### Signal wires on met2

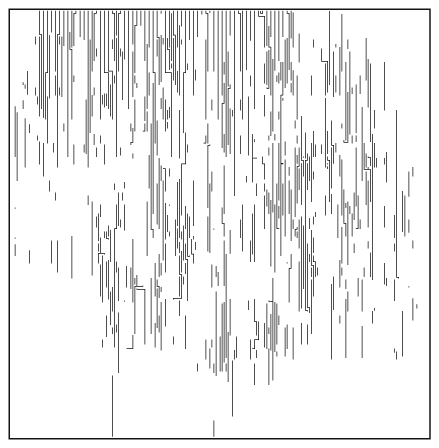
### M1 wires

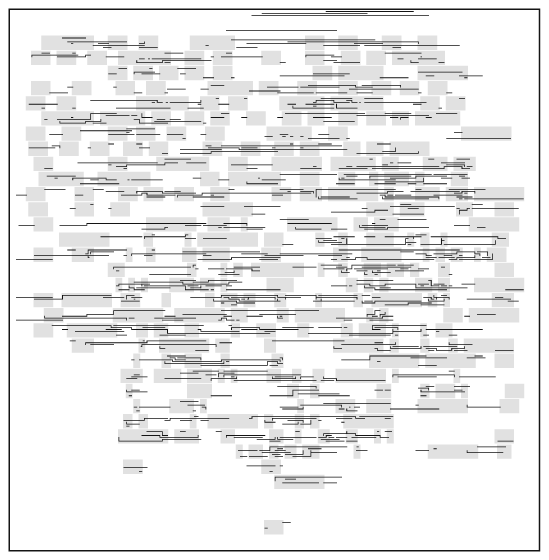
### Cell area per tile

Scale bar: 20 µm. 10 x 10 tiles, from dark blue (low) to red (high), 0 to 100% covered.
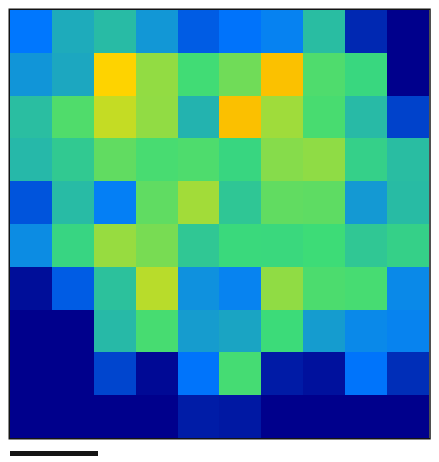
### Drive-strength map

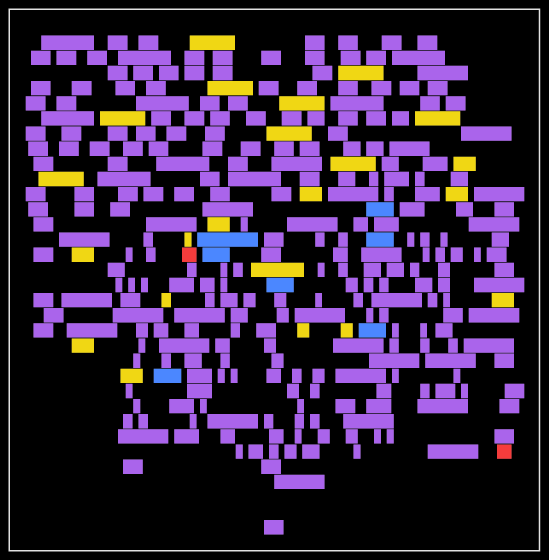
### src/rtl/cgp_pkg.sv
// Shared types and helpers for the CGP evolution datapath: the fitness
// controller state machine and the fitness word width used by the GA engine.
package cgp_pkg;

    typedef enum logic [1:0] {
        IDLE,
        WAIT,
        SAMPLE,
        FIN
    } fit_state_t;

    // Settle counter width; the settle time is limited to 1..15 cycles.
    localparam int unsigned SETTLE_CW = 4;

    // Bits needed to hold a count of 0..(2**in_w)*out_w matching bits.
    function automatic int unsigned fit_width(input int unsigned in_w, input int unsigned out_w);
        return $clog2((2 ** in_w) * out_w + 1);
    endfunction

endpackage

### src/rtl/popcount.sv
// Combinational ones counter over a W-bit vector.
module popcount #(
    parameter int unsigned W = 4
) (
    input  logic [W-1:0]           bits_i,
    output logic [$clog2(W+1)-1:0] count_o
);

    localparam int unsigned CW = $clog2(W + 1);

    always_comb begin
        count_o = '0;
        for (int i = 0; i < W; i++) begin
            count_o = count_o + CW'(bits_i[i]);
        end
    end

endmodule

### src/rtl/cgp_fitness_eval.sv
// Sweeps every input vector through a LUT grid, waits a settle time per vector
// and counts grid output bits that agree with the target truth table.
module cgp_fitness_eval
    import cgp_pkg::*;
#(
    parameter int unsigned IN     = 4,
    parameter int unsigned OUT    = 4,
    parameter int unsigned SETTLE = 2
) (
    input  logic                            clk,
    input  logic                            rst_n,
    input  logic                            start,
    input  logic                            abort,
    input  logic [(2**IN)*OUT-1:0]          target,
    output logic [IN-1:0]                   grid_inp,
    input  logic [OUT-1:0]                  grid_out,
    output logic                            busy,
    output logic                            done,
    output logic [fit_width(IN, OUT)-1:0]   fitness,
    output logic                            perfect
);

    localparam int unsigned NV = 2 ** IN;
    localparam int unsigned TW = NV * OUT;
    localparam int unsigned FW = fit_width(IN, OUT);
    localparam int unsigned PW = $clog2(OUT + 1);
    localparam int unsigned CW = SETTLE_CW;

    fit_state_t     state_q;
    logic [IN-1:0]  vec_q;
    logic [CW-1:0]  cnt_q;
    logic [FW-1:0]  acc_q;
    logic [IN-1:0]  grid_inp_q;
    logic           busy_q;
    logic           done_q;
    logic [FW-1:0]  fitness_q;
    logic           perfect_q;

    logic [OUT-1:0] tgt_c;
    logic [PW-1:0]  match_cnt_c;
    logic [FW-1:0]  acc_d;

    assign tgt_c = target[vec_q * OUT +: OUT];
    assign acc_d = acc_q + FW'(match_cnt_c);

    popcount #(.W(OUT)) u_popcount (
        .bits_i  (~(grid_out ^ tgt_c)),
        .count_o (match_cnt_c)
    );

    // Sequencer; results are written on the SAMPLE->FIN edge so they appear with done.
    always_ff @(posedge clk or negedge rst_n) begin
        if (!rst_n) begin
            state_q    <= IDLE;
            vec_q      <= '0;
            cnt_q      <= '0;
            acc_q      <= '0;
            grid_inp_q <= '0;
            busy_q     <= 1'b0;
            done_q     <= 1'b0;
            fitness_q  <= '0;
            perfect_q  <= 1'b0;
        end else begin
            done_q <= 1'b0;
            case (state_q)
                IDLE: begin
                    if (start && !abort) begin
                        state_q    <= WAIT;
                        vec_q      <= '0;
                        acc_q      <= '0;
                        cnt_q      <= CW'(SETTLE - 1);
                        grid_inp_q <= '0;
                        busy_q     <= 1'b1;
                    end
                end
                WAIT: begin
                    if (abort) begin
                        state_q    <= IDLE;
                        grid_inp_q <= '0;
                        busy_q     <= 1'b0;
                    end else if (cnt_q != '0) begin
                        cnt_q <= cnt_q - CW'(1);
                    end else begin
                        state_q <= SAMPLE;
                    end
                end
                SAMPLE: begin
                    if (abort) begin
                        state_q    <= IDLE;
                        grid_inp_q <= '0;
                        busy_q     <= 1'b0;
                    end else if (vec_q == IN'(NV - 1)) begin
                        state_q   <= FIN;
                        acc_q     <= acc_d;
                        fitness_q <= acc_d;
                        perfect_q <= (acc_d == FW'(TW));
                        done_q    <= 1'b1;
                    end else begin
                        state_q    <= WAIT;
                        acc_q      <= acc_d;
                        vec_q      <= vec_q + IN'(1);
                        grid_inp_q <= vec_q + IN'(1);
                        cnt_q      <= CW'(SETTLE - 1);
                    end
                end
                FIN: begin
                    state_q    <= IDLE;
                    grid_inp_q <= '0;
                    busy_q     <= 1'b0;
                end
                default: begin
                    state_q    <= IDLE;
                    grid_inp_q <= '0;
                    busy_q     <= 1'b0;
                end
            endcase
        end
    end

    assign grid_inp = grid_inp_q;
    assign busy     = busy_q;
    assign done     = done_q;
    assign fitness  = fitness_q;
    assign perfect  = perfect_q;

endmodule

### config.mk
export PLATFORM = sky130hd
export DESIGN_NAME = cgp_fitness_eval
export DESIGN_NICKNAME = d
export VERILOG_FILES = /design/src/rtl/cgp_pkg.sv /design/src/rtl/popcount.sv /design/src/rtl/cgp_fitness_eval.sv
export SDC_FILE = /design/constraint.sdc
export NUM_CORES = 1
export LEC_CHECK = 0
export ABC_AREA = 0
export CELL_PAD_IN_SITES_DETAIL_PLACEMENT = 1
export CELL_PAD_IN_SITES_GLOBAL_PLACEMENT = 2
export CORE_AREA = 2 2 93 95
export DETAILED_ROUTE_END_ITERATION = 16
export DIE_AREA = 0 0 95 97
export PLACE_DENSITY = 0.81
export SLEW_MARGIN = 25
export SYNTH_ARGS = -nofsm -noshare
export SYNTH_HDL_FRONTEND = slang
export SYNTH_SLANG_ARGS = --single-unit
### constraint.sdc
create_clock -name clk -period 12.03 [get_ports clk]
set_clock_uncertainty 0.2 [all_clocks]
set_input_delay 2.406 -clock clk [delete_from_list [all_inputs] [get_ports clk]]
set_output_delay 2.406 -clock clk [all_outputs]
set_load 0.02 [all_outputs]
==> metrics.json <==
{
  "cts.sinks": {"value": 31},
  "grt_setup_unrepaired": {"value": "no"},
  "leakagePower": {"value": 1.39, "unit": "nW"},
  "cts.clk_slew.worst_paths": {"value": 0.07, "unit": "ns"},
  "cts.hold.buffers_added": {"value": 0},
  "drc": {"value": 0},
  "dr.pass1.iters": {"value": 4},
  "rows": {"value": 33},
  "synth-seq-area-share": {"value": 0.335},
  "synth_chip_area": {"value": 2320, "unit": "µm²"},
  "synth.largest_area_cell": {"value": "dfrtp_1"},
  "number_of_cell_instances_after_yosys_synthesis": {"value": 209},
  "cts_tree": {"value": "built"},
  "cp-end-kind": {"value": "flip-flop"},
  "core_area": {"value": 8130, "unit": "µm²"},
  "nNetsFinal": {"value": 376},
  "totalNegativeSetupSlack": {"value": 0, "unit": "ns"},
  "timing.final.crit_period": {"value": 6.29, "unit": "ns"},
  "setup.worst_path.class": {"value": "input port to flip-flop"},
  "fmax": {"value": 159, "unit": "MHz"},
  "critical_path.startpoint_type": {"value": "input port"},
  "ctsRootBufferMaster": {"value": "clkbuf_8"},
  "stage_log_warning_count": {"value": 29},
  "ant_nets": {"value": 0},
  "grt_pass1_wl": {"value": 11.7, "unit": "mm"},
  "die_area": {"value": 9220, "unit": "µm²"},
  "cts.repair_timing.setup_buffer_count": {"value": 0},
  "number_of_antenna_violations_at_the_first_check_in_global_routing": {"value": 0},
  "top_cell_area_share": {"value": 0.335},
  "hold_violations": {"value": 0},
  "max_slew_violation_total_from_the_final_report": {"value": 0},
  "asyncSetResetFlopFracSynth": {"value": 1.00},
  "worstMarginPinSlew": {"value": 0.920, "unit": "ns"},
  "mux_area_frac": {"value": 0.267},
  "edf_count": {"value": 0},
  "yosys.area_share.simple": {"value": 0.112},
  "numCtsBuffers": {"value": 5},
  "globalRouteOverflowTotal": {"value": 0},
  "groute.usage.overall": {"value": 0.163},
  "route.detailed.wl_per_inst": {"value": 18.1, "unit": "µm"},
  "post_drt_via_cell_ratio": {"value": 5.12},
  "synthAoiAreaFrac": {"value": 0.130},
  "per_instance_average_area_after_synthesis": {"value": 11.1, "unit": "µm²"},
  "io_pins": {"value": 86},
  "vdd.ir_drop.worst": {"value": 0.0000620, "unit": "V"},
  "r2r-start": {"value": "vec_q[3]"},
  "die_w": {"value": 95, "unit": "µm"},
  "final_layout_size_suffix_gt1_frac": {"value": 0.106},
  "initCoreUtil": {"value": 0.285},
  "design_area": {"value": 3370, "unit": "µm²"},
  "initial_drc_count": {"value": 69},
  "clk_path_buf_depth": {"value": 2},
  "cpPeakStageDelay": {"value": 0.50, "unit": "ns"},
  "setup_violations": {"value": 0},
  "worst-endpoint-arrival": {"value": 6.31, "unit": "ns"},
  "crit_required": {"value": 12.05, "unit": "ns"},
  "dp_hpwl": {"value": 5.76, "unit": "mm"},
  "post_synth_xor_area_fraction": {"value": 0.0340},
  "grt_max_degree": {"value": 32},
  "clock.latency.late_pin": {"value": 0.29, "unit": "ns"},
  "ys_dominant_reg_cell": {"value": "dfrtp_1"},
  "place_area": {"value": 3250, "unit": "µm²"},
  "synthTopLogicFamily": {"value": "multiplexers"},
  "post_cts.resized_instances": {"value": 0},
  "timing.critical_path.cells": {"value": "clkdlybuf4s50_1 -> mux4_2 -> mux4_2 -> xnor2_1 -> ha_1 -> fa_1 -> ha_1 -> fa_1 -> a21oi_1 -> o21a_1 -> o2111ai_1 -> o21ai_0"},
  "post_synth_instance_area": {"value": 2320, "unit": "µm²"},
  "drv_cap": {"value": 0},
  "synthTopCellsByArea": {"value": "dfrtp_1, mux4_1, mux4_2"},
  "min-delay-path-class": {"value": "flip-flop to flip-flop"},
  "cts_max_level": {"value": 2},
  "critical_path_cell_with_the_highest_stage_delay": {"value": "mux4_2"},
  "gp_congestion": {"value": 0.818},
  "ys_sh_adder": {"value": 0.0767},
  "antenna_cells_inserted": {"value": 0},
  "first_global_vias": {"value": 2306},
  "slew_hr": {"value": 0.384},
  "outcome": {"value": "finished clean"},
  "cellPowerDensity": {"value": 139, "unit": "nW/µm²"},
  "synth.ff_latch_count": {"value": 31},
  "yosysWarnings": {"value": 0}
}
Notes on 'Signal wires on met2' above:
main direction: vertical
longest straight run: 41.8 µm
share of all routed wire: 53%
wire length on this layer: 3820 µm
final wirelength: 7.19 mm
total via count after detailed routing: 2033

Notes on 'M1 wires' above:
wire length on this layer: 3080 µm
nets with wire on the layer: 335
longest straight run: 31.7 µm
share of all routed wire: 43%
main direction: horizontal

Notes on 'Cell area per tile' above:
fullest tile: 78%
mean over tiles: 35%
emptiest ninth of the die: lower left
nearly empty tiles: 15%

Notes on 'Drive-strength map' above:
legend:
  x6 and larger:
    colour: blue
    cells: 7
  x1 and smaller:
    colour: purple
    cells: 261
  x2:
    colour: yellow
    cells: 22
  x3 and x4:
    colour: red
    cells: 2
worst-case setup margin in the final layout: 5.74 ns
area added between synthesis and finish: 45.3%

## cells by family after synthesis
family                   after synthesis
AND-OR/OR-AND                         46
XOR/XNOR                               9
adder cells (fa/ha/maj)               13
buffers and inverters                 22
flip-flops                            31
multiplexers                          35
AND/OR/NAND/NOR                       53
## synthesized netlist by cell type (2+ instances only)
library cell,number
dfrtp_1,31
nor2_1,14
o21ai_0,13
ha_1,11
nand2_1,11
a21oi_1,9
inv_1,9
mux2i_1,9
mux4_1,9
mux4_2,9
mux2_2,8
nand3_1,8
clkbuf_1,7
xnor2_1,6
a22o_1,4
a31oi_1,4
nor3_1,4
and3_1,3
buf_2,3
xor2_1,3
a21o_1,2
a32o_1,2
fa_1,2
nand2b_1,2
nor2b_1,2
nor3b_1,2
o21a_1,2
or2_2,2
## power by group
part	switching, mW	internal (mW)
Combinational	0.116	0.104
Clock	0.0437	0.0670
Sequential	0.0178	0.120
## metal layers
layer,share of wire,vias to the layer above,track usage
li1,-,959,-
met1,0.43,1019,0.201
met2,0.53,43,0.287
met3,0.028,12,0.0343
met4,0.013,0,0.0401
met5,0,-,0
## registers in the layout, indices dropped and copies added, names as in the netlist
signal / cells
acc_q: 7
busy: 1
cnt_q: 4
done: 1
fitness: 7
grid_inp: 4
perfect: 1
state_q: 2
vec_q: 4
## final timing paths
kind	endpoint	slack, ns	depth (start not counted)
setup reg to reg	perfect	7.34	12
min in group asynchronous	done	2.31	2
setup / recovery	perfect	5.74	12
hold reg to reg	grid_inp[3]	0.31	1
max in group asynchronous	vec_q[2]	8.98	2
hold / removal	grid_inp[3]	0.31	1
## metrics by stage
stage,util,hold WS [ns],worst slack [ns],cells
6_report,0.414,0.313,5.74,397
5_1_grt,0.414,0.329,5.63,397
4_1_cts,0.414,0.318,5.74,397
3_5_place_dp,0.399,0.297,5.45,389
3_3_place_gp,0.399,0.291,5.60,389
2_1_floorplan,-,0.266,6.17,209
## area by class of cell
type	count	area (µm²)
Fill cell	897	4770
Inverter	10	37.5
Multi-Input combinational cell	156	1440
Clock inverter	2	35.0
Timing Repair Buffer	87	866
Sequential cell	31	777
Tap cell	105	131
Clock buffer	6	82.6
## worst max-delay path: cells and delay by family
family,cells,cell delay (ns)
adders and majority gates,4,1.56
muxes,2,0.97
AOI/OAI and AO/OA,4,0.81
buffers and inverters,1,0.42
xor gates and xnor gates,1,0.15
## layout by cell type (no fill, tap or decap), types with 6 or more instances in the layout
cell              n
a21oi_1           9
ha_1             11
clkdlybuf4s50_1  85
mux2_2            8
dfrtp_1          30
nand2_1          11
mux2i_1           9
clkbuf_8          6
nor2_1           14
nand3_1           8
xnor2_1           6
mux4_2            9
mux4_1            9
o21ai_0          13
inv_1             9
Power and IR drop assume default switching activity.
